**src/rtl/dev_int_arbiter_if.sv**
```systemverilog
// Bus bundle between the interrupt arbiter, the device CSRs and the CPU.
//   dev_csr  : concatenated 8-bit device CSRs, device i at [8i+7:8i]
//   gie      : global interrupt enable from the CPU PSW
//   irq_ack  : CPU accepted the current request (level)
//   irq      : interrupt request to the CPU
//   irq_vec  : vector address of the granted device
//   irq_dev  : index of the granted device
//   dba_clr  : one-hot, one-cycle strobe asking device i to clear DBA
//   clr_err  : one-cycle pulse when a device failed to drop DBA in time
// The slave modport is the arbiter's view; master is the CPU/device side.
interface dev_int_arbiter_if #(
   parameter int NUM_DEV = 4
);
   logic [8*NUM_DEV-1:0] dev_csr;
   logic                 gie;
   logic                 irq_ack;
   logic                 irq;
   logic [15:0]          irq_vec;
   logic [2:0]           irq_dev;
   logic [NUM_DEV-1:0]   dba_clr;
   logic                 clr_err;

   modport slave (
      input  dev_csr, gie, irq_ack,
      output irq, irq_vec, irq_dev, dba_clr, clr_err
   );

   modport master (
      output dev_csr, gie, irq_ack,
      input  irq, irq_vec, irq_dev, dba_clr, clr_err
   );
endinterface

```
**src/rtl/dev_int_arbiter.sv**
```systemverilog
// Round-robin interrupt arbiter for memory-mapped devices with an 8-bit CSR.
// A device requests service while IE (bit 4) and DBA (bit 2) are both set.
// Ports:
//   clk : system clock, rising edge
//   rst : synchronous, active-high reset
//   bus : dev_int_arbiter_if.slave (CSRs, gie, irq_ack in; irq, irq_vec,
//         irq_dev, dba_clr, clr_err out; all outputs registered)
//
// state    | meaning
// ---------+---------------------------------------------------------------
// IDLE     | no request outstanding; arbitrate when gie and any pend
// REQ      | irq high to CPU, waiting for irq_ack or withdrawal
// ACK      | one cycle: dba_clr strobe to granted device, pointer updated
// WAIT_CLR | waiting for granted device to drop DBA, bounded by timeout
module dev_int_arbiter #(
   parameter int          NUM_DEV     = 4,
   parameter logic [15:0] VEC_BASE    = 16'hFFC0,
   parameter int          VEC_STRIDE  = 4,
   parameter int          CLR_TIMEOUT = 15
) (
   input logic               clk,
   input logic               rst,
   dev_int_arbiter_if.slave  bus
);

   typedef enum logic [1:0] {
      S_IDLE,
      S_REQ,
      S_ACK,
      S_WAIT_CLR
   } state_t;

   state_t             state_q, state_d;
   logic [2:0]         last_q, last_d;
   logic [2:0]         irq_dev_q, irq_dev_d;
   logic [15:0]        irq_vec_q, irq_vec_d;
   logic               irq_q, irq_d;
   logic [NUM_DEV-1:0] dba_clr_q, dba_clr_d;
   logic               clr_err_q, clr_err_d;
   logic [7:0]         cnt_q, cnt_d;

   logic [7:0]         pend;
   logic [2:0]         win;
   logic               win_vld;
   logic [2:0]         cand;

   // Padded to 8 bits so the 3-bit device index never selects out of range.
   always_comb begin
      pend = '0;
      for (int i = 0; i < NUM_DEV; i++) begin
         pend[i] = bus.dev_csr[8*i+4] & bus.dev_csr[8*i+2];
      end
   end

   // Search starts one past the last completed grant and wraps.
   always_comb begin
      win     = '0;
      win_vld = 1'b0;
      cand    = '0;
      for (int k = 1; k <= NUM_DEV; k++) begin
         cand = 3'((int'(last_q) + k) % NUM_DEV);
         if (!win_vld && pend[cand]) begin
            win     = cand;
            win_vld = 1'b1;
         end
      end
   end

   always_ff @(posedge clk) begin
      if (rst) begin
         state_q   <= S_IDLE;
         last_q    <= 3'(NUM_DEV - 1);
         irq_dev_q <= '0;
         irq_vec_q <= '0;
         irq_q     <= 1'b0;
         dba_clr_q <= '0;
         clr_err_q <= 1'b0;
         cnt_q     <= '0;
      end else begin
         state_q   <= state_d;
         last_q    <= last_d;
         irq_dev_q <= irq_dev_d;
         irq_vec_q <= irq_vec_d;
         irq_q     <= irq_d;
         dba_clr_q <= dba_clr_d;
         clr_err_q <= clr_err_d;
         cnt_q     <= cnt_d;
      end
   end

   always_comb begin
      state_d   = state_q;
      last_d    = last_q;
      irq_dev_d = irq_dev_q;
      irq_vec_d = irq_vec_q;
      irq_d     = 1'b0;
      dba_clr_d = '0;
      clr_err_d = 1'b0;
      cnt_d     = cnt_q;

      case (state_q)
         S_IDLE: begin
            if (bus.gie && win_vld) begin
               state_d   = S_REQ;
               irq_d     = 1'b1;
               irq_dev_d = win;
               irq_vec_d = VEC_BASE + 16'(VEC_STRIDE) * {13'd0, win};
            end
         end

         S_REQ: begin
            // Ack wins over a simultaneous withdrawal.
            if (bus.irq_ack) begin
               state_d = S_ACK;
               last_d  = irq_dev_q;
               cnt_d   = '0;
               for (int i = 0; i < NUM_DEV; i++) begin
                  dba_clr_d[i] = (irq_dev_q == 3'(i));
               end
            end else if (!pend[irq_dev_q] || !bus.gie) begin
               state_d = S_IDLE;
            end else begin
               irq_d = 1'b1;
            end
         end

         S_ACK: begin
            // The ACK cycle is the first counted cycle, so the error pulse
            // lands CLR_TIMEOUT cycles after the edge that entered ACK.
            state_d = S_WAIT_CLR;
            cnt_d   = 8'd1;
         end

         S_WAIT_CLR: begin
            cnt_d = cnt_q + 8'd1;
            if (!pend[irq_dev_q]) begin
               state_d = S_IDLE;
            end else if (cnt_q >= 8'(CLR_TIMEOUT - 1)) begin
               state_d   = S_IDLE;
               clr_err_d = 1'b1;
            end
         end

         default: state_d = S_IDLE;
      endcase
   end

   assign bus.irq     = irq_q;
   assign bus.irq_vec = irq_vec_q;
   assign bus.irq_dev = irq_dev_q;
   assign bus.dba_clr = dba_clr_q;
   assign bus.clr_err = clr_err_q;

endmodule

```
**src/flat_wrapper.sv**
```systemverilog
// flat-port wrapper written by rule: the top's interface ports become plain ports
module dev_int_arbiter_flat 
#(
   parameter int          NUM_DEV     = 4,
   parameter logic [15:0] VEC_BASE    = 16'hFFC0,
   parameter int          VEC_STRIDE  = 4,
   parameter int          CLR_TIMEOUT = 15
)
  (clk, rst, bus_dev_csr, bus_gie, bus_irq_ack, bus_irq, bus_irq_vec, bus_irq_dev, bus_dba_clr, bus_clr_err);
  dev_int_arbiter_if #(.NUM_DEV(NUM_DEV)) bus_i ();
  input logic clk;
  input logic rst;
  input wire logic [$bits(bus_i.dev_csr)-1:0] bus_dev_csr;
  input wire logic [$bits(bus_i.gie)-1:0] bus_gie;
  input wire logic [$bits(bus_i.irq_ack)-1:0] bus_irq_ack;
  output wire logic [$bits(bus_i.irq)-1:0] bus_irq;
  output wire logic [$bits(bus_i.irq_vec)-1:0] bus_irq_vec;
  output wire logic [$bits(bus_i.irq_dev)-1:0] bus_irq_dev;
  output wire logic [$bits(bus_i.dba_clr)-1:0] bus_dba_clr;
  output wire logic [$bits(bus_i.clr_err)-1:0] bus_clr_err;
  assign bus_i.dev_csr = bus_dev_csr;
  assign bus_i.gie = bus_gie;
  assign bus_i.irq_ack = bus_irq_ack;
  assign bus_irq = bus_i.irq;
  assign bus_irq_vec = bus_i.irq_vec;
  assign bus_irq_dev = bus_i.irq_dev;
  assign bus_dba_clr = bus_i.dba_clr;
  assign bus_clr_err = bus_i.clr_err;
  dev_int_arbiter #(.NUM_DEV(NUM_DEV), .VEC_BASE(VEC_BASE), .VEC_STRIDE(VEC_STRIDE), .CLR_TIMEOUT(CLR_TIMEOUT)) u_core (.clk(clk), .rst(rst), .bus(bus_i));
endmodule
```
**config.mk**
```make
export PLATFORM = sky130hd
export DESIGN_NAME = dev_int_arbiter_flat
export DESIGN_NICKNAME = d
export VERILOG_FILES = /design/src/rtl/dev_int_arbiter_if.sv /design/src/rtl/dev_int_arbiter.sv /design/src/flat_wrapper.sv
export SDC_FILE = /design/constraint.sdc
export NUM_CORES = 1
export LEC_CHECK = 0
export CAP_MARGIN = 40
export CORE_MARGIN = 2
export CORE_UTILIZATION = 40
export CTS_BUF_LIST = sky130_fd_sc_hd__clkbuf_2
export DETAILED_ROUTE_END_ITERATION = 6
export PLACE_DENSITY = 0.93
export SKIP_LAST_GASP = 1
export SYNTH_ARGS = -nofsm -noshare
export SYNTH_HDL_FRONTEND = slang
export SYNTH_SLANG_ARGS = --single-unit
```
**constraint.sdc**
```tcl
create_clock -name clk -period 1.5 [get_ports clk]
set_input_delay 0.3 -clock clk [delete_from_list [all_inputs] [get_ports clk]]
set_output_delay 0.3 -clock clk [all_outputs]
set_load 0.01 [all_outputs]
```
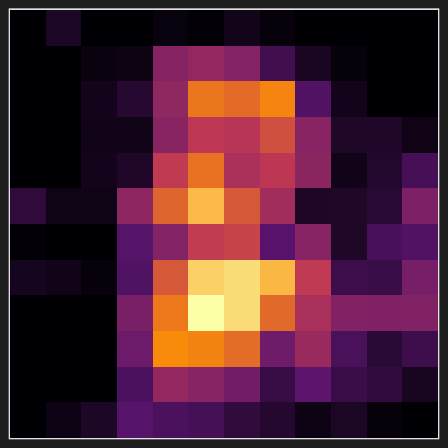
run_1/route_heat.png
The die is cut into 12 by 12 equal tiles; black is low, pale yellow is high, scaled to the fullest tile. Values are wire area over tile area, all layers added.
emptiest ninth of the die	upper left
nearly empty tiles	26%
mean over tiles	0.14
tiles over half the peak	17%
fullest tile	0.61
GRT Overall Usage: 0.162
Total Wirelength: 2820 um

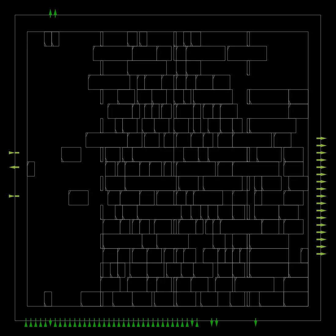
run_1/placed.png
sequential share of cell area: 0.275
Taps Inserted: 31
# fillers: 233

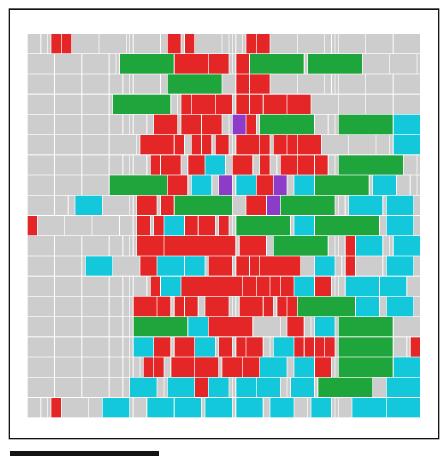
run_1/class_map.png
The bar under the picture is 20 um long. Fill, decap, tap and diode cells in gray.
color	class	cells	share of their area
green	registers	21	28%
purple	clock drivers and dummy loads	4	1.3%
red	remaining logic cells	98	41%
cyan	remaining buffers and delay cells	50	30%
FP Rows: 19
post-layout util: 0.575
fin area: 1570 um^2

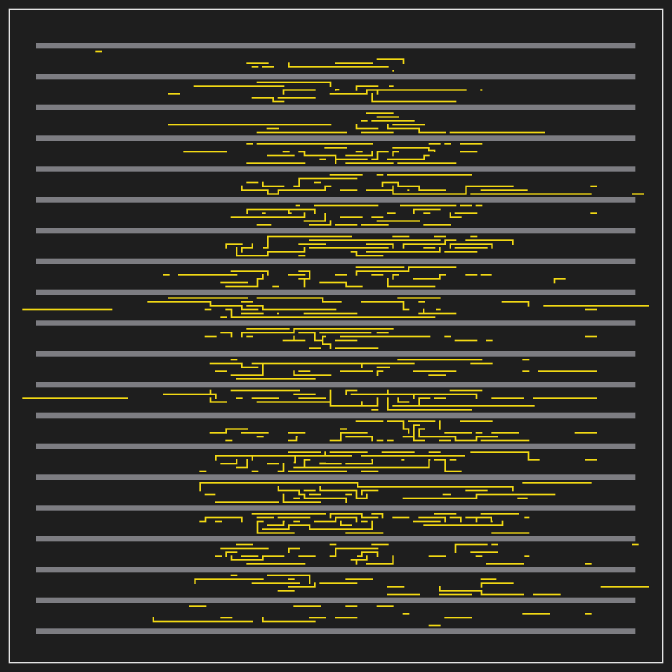
run_1/m1.png
Supply wires on this layer in gray.
nets with wire on the layer	166
main direction	horizontal
longest straight run	17.9 um
met1 usage: 0.205
vias after detailed routing: 1138

==> results.py, run 1 <==
# Auto-generated metrics
metrics = {
    "critical_path": {
        "worst_r2r_endpoint": "u_core.state_q[0]",
        "required_ns": 1.20,
        "endpoint": "bus_irq_vec[8]",
        "critPathKind": "flip-flop to output pin",
        "crit_path_start": "u_core.bus.irq_vec[14]",
        "cp.arrival_ns": 1.31,
        "crit_buf_inv": 1,
        "r2r-start": "u_core.bus.irq_vec[3]",
        "cp_top_family": "buffers and inverters",
        "slowest_delay_ns": 0.55,
        "crit_cells": 1,
        "r2r_cells": 5,
        "startpoint_type": "flip-flop",
        "cpMaxStageDelayCell": "clkdlybuf4s50_1",
        "reg2reg_slack_ns": 0,
        "critPathMaxFanout": 11,
    },
    "yosys": {
        "yosys.area.top_type_share": 0.366,
        "netlist_area_um2": 1150,
        "yosysWarningCount": 0,
        "area_leaders": "dfxtp_1 (37%), buf_4 (10%), nor2_1 (4.6%)",
        "postSynthSeqShare": 0.366,
        "yosys_cells": 135,
        "ys_area_um2": 1150,
        "ys_ff": 21,
        "synth_top_cell_by_area": "dfxtp_1",
        "avgSynthCellArea_um2": 8.50,
        "synth.distinct_cells": 39,
    },
    "worst_hold_path": {
        "hold_start": "u_core.cnt_q[7]",
        "hold_depth": 1,
        "holdPathEnd": "u_core.cnt_q[7]",
        "hp-class": "flip-flop to flip-flop",
    },
    "layout": {
        "drive_gt1_frac": 0.225,
        "ff_latch_area_um2": 433,
        "diodes": 0,
        "largest_reg_flops": 8,
        "syn2layout_area_growth_pct": 37.1,
        "layout.nets": 212,
        "layout_top_cells": "clkdlybuf4s50_1 (21), buf_4 (19), dfxtp_1 (15)",
        "layout_top_cell": "clkdlybuf4s50_1",
        "final_cell_count_no_fill": 204,
        "top_register": "u_core.cnt_q",
    },
    "die": {
        "die_h_um": 57.6,
        "die-area_um2": 3310,
        "die_width_um": 57.6,
        "io_pins": 61,
        "core_area_um2": 2730,
        "fp_util": 0.420,
    },
    "power_and_ir_drop": {
        "power_frac_seq": 0.524,
        "power.switching_mw": 0.350,
        "powerDensity_nw_per_um2": 749,
        "p_total_mw": 1.18,
        "ir_worst_vdd_v": 0.000605,
        "power.share.clock": 0.197,
        "swShare": 0.298,
        "p_leak_nw": 0.736,
        "combPwrFrac": 0.279,
        "intPower_mw": 0.827,
    },
    "route": {
        "drtPass1Iterations": 6,
        "ant_nets": 0,
        "routed-wl-met3_um": 220,
        "drc": 0,
        "met1_length_um": 1130,
        "vias_per_cell": 5.58,
        "wl_met2_um": 1400,
        "drt-initial-drc-count": 54,
        "routed.top_layer": "met4",
    },
    "timing": {
        "worstMarginPinSlew_ns": 0.556,
        "fin_ws_ns": -0.108,
        "slew_violations": 0,
        "final.period_utilization": 1.07,
        "skew_ns": 0.0190,
        "hold_violations": 0,
        "setup_viol": 11,
        "grt_setup_unrepaired": "true",
        "post-route-min-period_ns": 1.61,
        "setup-tns-final_ns": -1.06,
        "whs_ns": 0.518,
    },
    "placed_design": {
        "port-buffer-count": 31,
        "dp_slack_ns": -0.352,
        "place_area_um2": 1500,
        "gp_congestion": 0.944,
        "dp.cells": 198,
        "dp_hpwl_um": 2050,
    },
    "clock_network": {
        "post_cts_resized": 10,
        "clock_latency_ns": 0.32,
        "cts_setup_buffers": 2,
        "clk_pin_slew_worst_paths_ns": 0.21,
        "tritoncts": "built",
        "cts_sinks": 21,
        "clock_path_buffers": 2,
        "cts_max_level": 1,
        "root_buffer": "clkbuf_2",
    },
    "global_route": {
        "grt_overflow": 0,
        "grt_first_pass_wirelength_um": 4190,
        "antenna_found_initial": 0,
        "use_met3": 0.0272,
        "busiest_layer": "met2",
        "first_global_vias": 963,
        "grt_max_degree": 13,
        "grt_use_met2": 0.271,
    },
    "run_status": {
        "outcome": "complete, but fails checks",
        "violations": "setup timing",
    },
    "flow_run": {
        "tool_warnings": 53,
        "maxCapViolations": 0,
    },
}
==> run 1: area by class of cell <==
cell class | count | area share
Timing Repair Buffer | 50 | 0.292
Clock inverter | 1 | 0.00318
Clock buffer | 3 | 0.00955
Sequential cell | 21 | 0.275
Tap cell | 31 | 0.0247
Inverter | 5 | 0.0119
Multi-Input combinational cell | 93 | 0.383
==> run 1: cells by family after synthesis <==
kind of cell,synth area share
simple gates,0.218
flops,0.366
fa+ha+maj,0.0218
other cells,0.00327
buf+inv,0.136
compound gates,0.212
mux,0.0196
xor+xnor,0.0229
==> run 1: power by group through the flow <==
stage | registers [mW] | logic [mW] | clock network [mW]
after detailed placement | 0.628 | 0.309 | 0
after CTS | 0.613 | 0.315 | 0.234
after floorplan | 0.623 | 0.181 | 0
final | 0.616 | 0.329 | 0.232
after global routing | 0.621 | 0.350 | 0.264
after global placement | 0.627 | 0.300 | 0
==> run 1: synth_stat cells, drive strengths merged <==
| cell | n |
|---|---|
| a311oi | 4 |
| and4b | 1 |
| a21oi | 5 |
| nor2b | 1 |
| nor4bb | 1 |
| xnor2 | 1 |
| nand2 | 10 |
| o211ai | 2 |
| nand3b | 1 |
| and2 | 5 |
| dfxtp | 21 |
| clkbuf | 2 |
| a31oi | 1 |
| or2 | 1 |
| a211o | 1 |
| a32oi | 1 |
| buf | 18 |
| inv | 5 |
| a31o | 2 |
| mux4 | 1 |
| ha | 2 |
| a41oi | 2 |
| and3 | 1 |
| nand2b | 3 |
| a211oi | 1 |
| nor3 | 4 |
| o21ai | 7 |
| conb | 1 |
| a22oi | 6 |
| nor2 | 14 |
| xor2 | 2 |
| nor4 | 3 |
| o21a | 1 |
| nand3 | 4 |
==> run 2: changes to the inputs <==
--- a/config.mk
+++ b/config.mk
@@ -11,6 +11,7 @@
 export CTS_BUF_LIST = sky130_fd_sc_hd__clkbuf_2
 export DETAILED_ROUTE_END_ITERATION = 6
 export PLACE_DENSITY = 0.93
+export REMOVE_ABC_BUFFERS = 1
 export SKIP_LAST_GASP = 1
 export SYNTH_ARGS = -nofsm -noshare
 export SYNTH_HDL_FRONTEND = slang
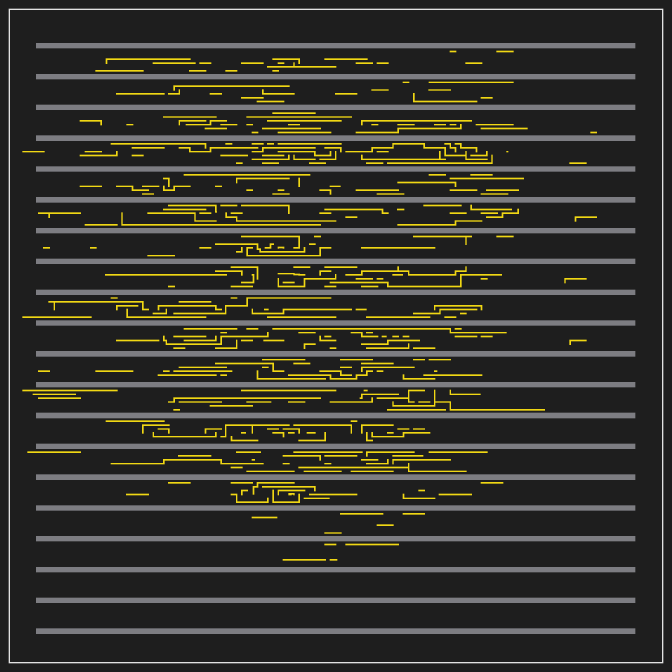
run_2/m1.png
Supply wires on this layer in gray.
longest straight run	17.5 um
wire length on this layer	1060 um
met1 usage: 0.210
vias after detailed routing: 1158
Total Wirelength: 2770 um

==> results.py, run 2 <==
# Auto-generated metrics
metrics = {
    "placed_design": {
        "port-buffer-count": 31,
        "place_area_um2": 1510,
        "gp_congestion": 0.933,
        "dp.cells": 198,
        "dp_hpwl_um": 1860,
        "dp_slack_ns": -0.305,
    },
    "layout": {
        "diodes": 0,
        "drive_gt1_frac": 0.213,
        "layout_top_cells": "clkdlybuf4s50_1 (21), buf_4 (19), dfxtp_1 (17)",
        "top_register": "u_core.cnt_q",
        "largest_reg_flops": 8,
        "logic_area_um2": 597,
        "fill_cells": 233,
        "syn2layout_area_growth_pct": 36.6,
        "layout_top_cell": "clkdlybuf4s50_1",
        "layout.nets": 213,
        "ff_latch_area_um2": 430,
        "final_cell_area_um2": 1570,
        "final_util": 0.573,
    },
    "yosys": {
        "area_leaders": "dfxtp_1 (37%), buf_4 (10%), nor2_1 (4.6%)",
        "netlist_area_um2": 1150,
        "top_cell": "dfxtp_1",
        "ys_ff": 21,
        "edf_count": 0,
        "yosys.area.top_type_share": 0.366,
        "ys_area_um2": 1150,
        "postSynthSeqShare": 0.366,
        "synthCells": 135,
        "flop_cell": "dfxtp_1",
        "yosysWarningCount": 0,
        "synth.distinct_cells": 39,
        "async_reset_ff_frac": 0,
        "synth_top_cell_by_area": "dfxtp_1",
        "top_cells_by_count": "dfxtp_1 (21), buf_4 (16), nor2_1 (14), nand2_1 (10), o21ai_0 (7)",
        "yosys_cells": 135,
        "avgSynthCellArea_um2": 8.50,
    },
    "worst_hold_path": {
        "hp-class": "flip-flop to flip-flop",
        "hold_start": "u_core.bus.irq_vec[3]",
    },
    "critical_path": {
        "r2r-start": "u_core.bus.irq_vec[3]",
        "cp_top_family": "buffers and inverters",
        "crit_chain": "clkdlybuf4s50_1",
        "startpoint_type": "flip-flop",
        "required_ns": 1.20,
        "crit_path_start": "u_core.bus.irq_vec[14]",
        "crit_buf_inv": 1,
        "slowest_delay_ns": 0.55,
        "critPathMaxFanout": 11,
        "cp.arrival_ns": 1.33,
        "cp-end-kind": "output pin",
        "cpMaxStageDelayCell": "clkdlybuf4s50_1",
        "critPathKind": "flip-flop to output pin",
    },
    "route": {
        "vias_per_cell": 5.65,
        "drt-initial-drc-count": 57,
        "ant_nets": 0,
        "drc": 0,
        "drtPass1Iterations": 4,
        "wl_per_cell_um": 13.5,
    },
    "clock_network": {
        "clock_path_buffers": 2,
        "root_buffer": "clkbuf_2",
        "tritoncts": "built",
        "clock_latency_ns": 0.34,
        "cts_max_level": 1,
        "cts_buffers": 3,
        "clk_pin_slew_worst_paths_ns": 0.21,
        "cts_sinks": 21,
        "hold_buffers": 0,
    },
    "power_and_ir_drop": {
        "ir_worst_vdd_v": 0.000554,
        "powerDensity_nw_per_um2": 763,
        "p_leak_nw": 0.677,
        "p_total_mw": 1.20,
    },
    "die": {
        "fp_util": 0.420,
        "die_h_um": 57.6,
        "rows": 19,
        "die_width_um": 57.6,
        "die-area_um2": 3310,
        "io_pins": 61,
    },
    "global_route": {
        "grt_max_degree": 22,
        "grt_overflow": 0,
        "first_global_vias": 973,
        "grt_first_pass_wirelength_um": 4140,
        "grt_usage": 0.160,
        "antenna_found_initial": 0,
    },
    "timing": {
        "max_freq_ghz": 0.612,
        "setup_viol": 10,
        "fin_ws_ns": -0.134,
        "final.period_utilization": 1.09,
        "grt_setup_unrepaired": "true",
        "slew_violations": 0,
        "worstMarginPinSlew_ns": 0.528,
        "whs_ns": 0.484,
        "setup-tns-final_ns": -1.28,
        "slew_headroom": 0.645,
        "hold_violations": 0,
        "post-route-min-period_ns": 1.63,
        "skew_ns": 0.0138,
    },
    "run_status": {
        "outcome": "complete, but fails checks",
        "violations": "setup timing",
    },
    "flow_run": {
        "tool_warnings": 52,
        "maxCapViolations": 0,
    },
}
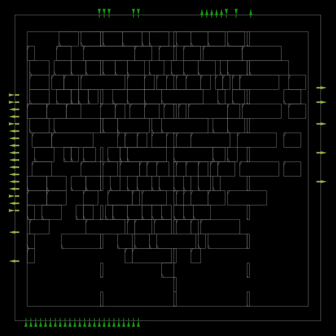
run_2/placed.png
flop count: 21
core region area: 2730 um^2
final non-filler cell total: 205

[run 2: cell counts after synthesis]
No cell type changed its count.
[run 2: power breakdown]
part | internal, mW | total, mW | leakage [nW] | switching (mW)
Combinational | 0.189 | 0.337 | 0.488 | 0.147
Clock | 0.0604 | 0.242 | 0.0164 | 0.182
Sequential | 0.584 | 0.617 | 0.173 | 0.0337
Total | 0.833 | 1.20 | 0.677 | 0.362
[run 2: final timing paths]
path,end,depth (start not counted),slack (ns)
worst max-delay path,bus_irq_vec[10],1,-0.13
worst min-delay path,u_core.bus.dba_clr[1],1,0.48
worst max register to register,u_core.state_q[0],4,0.09
worst min register to register,u_core.bus.dba_clr[1],1,0.48
[run 2: layer usage]
| layer | part of all wire | track usage | wire, um |
|---|---|---|---|
| met5 | 0 | 0 | 0 |
| met4 | 0.040 | 0.0831 | 112 |
| met3 | 0.10 | 0.0272 | 284 |
| met2 | 0.47 | 0.250 | 1310 |
| met1 | 0.38 | 0.210 | 1060 |
[run 2: kinds of logic after synthesis]
| kind of cell | count (synthesis) | synth area share |
|---|---|---|
| and+or+nand+nor | 49 | 0.218 |
| buffers and inverters | 25 | 0.136 |
| DFF | 21 | 0.366 |
| xor gates and xnor gates | 3 | 0.0229 |
| adders and majority gates | 2 | 0.0218 |
| other | 1 | 0.00327 |
| muxes | 1 | 0.0196 |
| AOI/OAI and AO/OA | 33 | 0.212 |
[run 2: timing repair]
item,CTS,global route
endpoints found under the setup margin,20,16
setup buffers,3,1
gates resized,15,3
pin swaps,0,4
[run 2: area by class of cell]
type                    count  area share
clock inverters             1     0.00319
repair buffers             51       0.294
well taps                  31      0.0247
flip-flops and latches     21       0.275
multi-input cells          93       0.381
inverters                   5      0.0136
clock buffers               3     0.00958
==> run 3: changes to the inputs <==
--- a/config.mk
+++ b/config.mk
@@ -12,6 +12,7 @@
 export DETAILED_ROUTE_END_ITERATION = 6
 export PLACE_DENSITY = 0.93
 export REMOVE_ABC_BUFFERS = 1
+export SETUP_SLACK_MARGIN = 0.15
 export SKIP_LAST_GASP = 1
 export SYNTH_ARGS = -nofsm -noshare
 export SYNTH_HDL_FRONTEND = slang
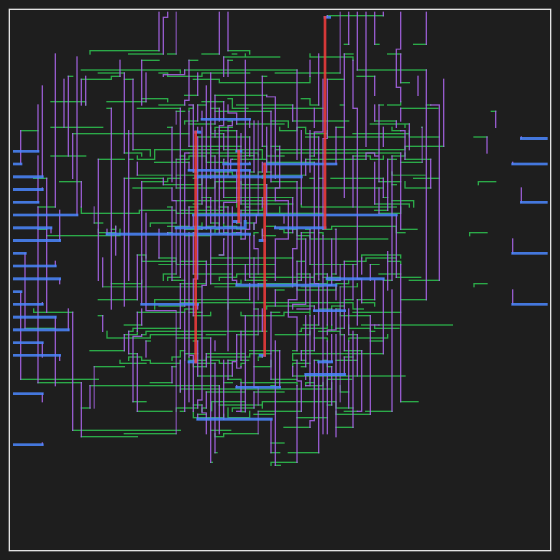
run_3/layers.png
color	layer	wire length
purple	M2	1550 um
green	M1	1230 um
red	M4	74.8 um
blue	M3	210 um

==> results.py, run 3 <==
# Auto-generated metrics
metrics = {
    "run_status": {
        "outcome": "complete, but fails checks",
        "violations": "setup timing",
    },
    "yosys": {
        "area_leaders": "dfxtp_1 (37%), buf_4 (10%), nor2_1 (4.6%)",
        "flop_cell": "dfxtp_1",
        "yosysWarningCount": 0,
        "simple_gate_area_frac": 0.218,
        "synthAdderAreaFrac": 0.0218,
        "mux_share": 0.0196,
        "ys_ff": 21,
        "top_cells_by_count": "dfxtp_1 (21), buf_4 (16), nor2_1 (14), nand2_1 (10), o21ai_0 (7)",
        "yosys.area.top_type_share": 0.366,
        "async_reset_ff_frac": 0,
        "top_cell": "dfxtp_1",
        "top_logic_kind": "simple AND/OR/NAND/NOR gates",
        "ys_sh_aoi": 0.212,
        "synth_top_cell_by_area": "dfxtp_1",
        "yosys_cells": 135,
    },
    "timing": {
        "post-route-min-period_ns": 1.51,
        "fin_ws_ns": -0.00773,
        "setup_viol": 1,
        "max_freq_ghz": 0.663,
        "hold_violations": 0,
        "slew_violations": 0,
        "worstMarginPinSlew_ns": 0.500,
    },
    "clock_network": {
        "cts_sinks": 21,
        "root_buffer": "clkbuf_2",
        "clk_pin_slew_worst_paths_ns": 0.22,
        "clock_path_buffers": 2,
        "clock_latency_ns": 0.34,
        "cts_max_level": 1,
        "tritoncts": "built",
    },
    "global_route": {
        "first_global_vias": 1068,
        "grt_first_pass_wirelength_um": 4670,
        "grt_usage": 0.182,
        "grt_overflow": 0,
        "antenna_found_initial": 0,
    },
    "power_and_ir_drop": {
        "ir_worst_vdd_v": 0.000571,
        "p_leak_nw": 0.771,
        "p_total_mw": 1.24,
    },
    "critical_path": {
        "endpoint": "u_core.state_q[0]",
        "crit_chain": "buf_6 > inv_4 > mux4_2 > buf_4 > nand2_2 > a31oi_1",
        "cpMaxStageDelayCell": "mux4_2",
        "r2r_cells": 6,
        "reg2reg_slack_ns": -0.008,
        "critPathKind": "flip-flop to flip-flop",
        "required_ns": 1.74,
        "critPathMaxFanout": 3,
    },
    "layout": {
        "diodes": 0,
        "final_cell_count_no_fill": 211,
        "layout.nets": 219,
        "layout_top_cell": "buf_4",
        "top_register": "u_core.cnt_q",
        "largest_reg_flops": 8,
    },
    "route": {
        "vias": 1180,
        "wl_um": 3070,
        "drtPass1Iterations": 4,
        "ant_nets": 0,
    },
    "die": {
        "fp_util": 0.420,
        "core_area_um2": 2730,
        "io_pins": 61,
        "die_width_um": 57.6,
        "die_h_um": 57.6,
    },
    "worst_hold_path": {
        "hold_depth": 1,
    },
    "flow_run": {
        "tool_warnings": 52,
    },
    "placed_design": {
        "port-buffer-count": 31,
        "gp_congestion": 0.933,
        "dp.cells": 198,
        "dp_slack_ns": -0.305,
        "dp_hpwl_um": 1860,
        "place_area_um2": 1510,
    },
}
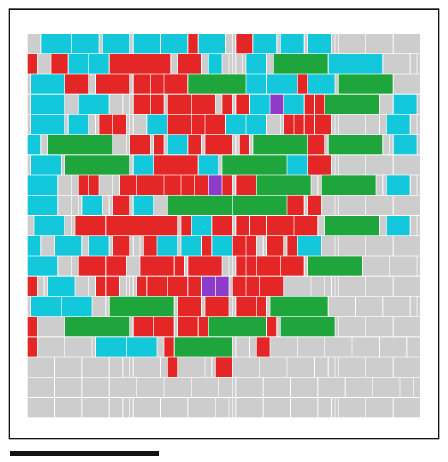
run_3/class_map.png
The bar under the picture is 20 um long. Fill, decap, tap and diode cells in gray.
color	class	cells	share of their area
red	remaining logic cells	98	39%
purple	clock drivers and dummy loads	4	1.2%
cyan	remaining buffers and delay cells	57	32%
green	registers	21	27%
post-layout util: 0.613
fin area: 1680 um^2
sequential share of cell area: 0.267

## run 3: cell types whose count changed in the layout (fill, tap and decap cells not counted), moves of 3 or more
cell	before	now
clkdlybuf4s50_1	21	8
buf_6	0	12
dfxtp_1	17	11
dfxtp_4	2	6
dlymetal6s2s_1	0	3
## run 3: power by group
part,leakage [nW],internal (mW),switching (mW)
logic,0.578,0.212,0.175
clock network,0.0164,0.0604,0.185
registers,0.177,0.581,0.0254
total,0.771,0.854,0.386
## run 3: worst min path at each step
stage	from	endpoint	slack (ns)
floorplan	rst	flip-flop	0.37
global placement	u_core.cnt_q[7]	u_core.cnt_q[7]	0.47
detailed placement	u_core.bus.irq_vec[3]	u_core.bus.dba_clr[1]	0.49
CTS	u_core.cnt_q[7]	u_core.cnt_q[7]	0.54
global route	bus_dev_csr[28]	u_core.bus.irq_vec[3]	0.55
finish	u_core.cnt_q[7]	u_core.cnt_q[7]	0.53
## run 3: routing by layer
layer,global-route usage,wire length [um]
met1,0.233,1230
met2,0.292,1550
met3,0.0317,210
met4,0.0963,74
met5,0,0
## run 3: critical path, delay by kind of cell (launching register included)
| family | cells | cell delay, ns |
|---|---|---|
| AND/OR/NAND/NOR | 1 | 0.07 |
| multiplexers | 1 | 0.53 |
| flip-flops | 1 | 0.39 |
| AND-OR/OR-AND | 1 | 0.08 |
| buffers and inverters | 3 | 0.33 |
## run 3: repair_timing
item,in CTS,in global routing
buffers inserted,7,2
resized,62,32
pin swaps,3,6
setup endpoints to repair,27,22
## run 3: final cells by class
cell class	instances	area (um^2)
clock inverter	1	5.00
inverter	5	21.3
fill	214	1060
tap	31	38.8
timing repair buffer	57	524
multi-input combinational	93	623
clock buffer	3	15.0
sequential	21	448
Power and IR drop assume default switching activity.
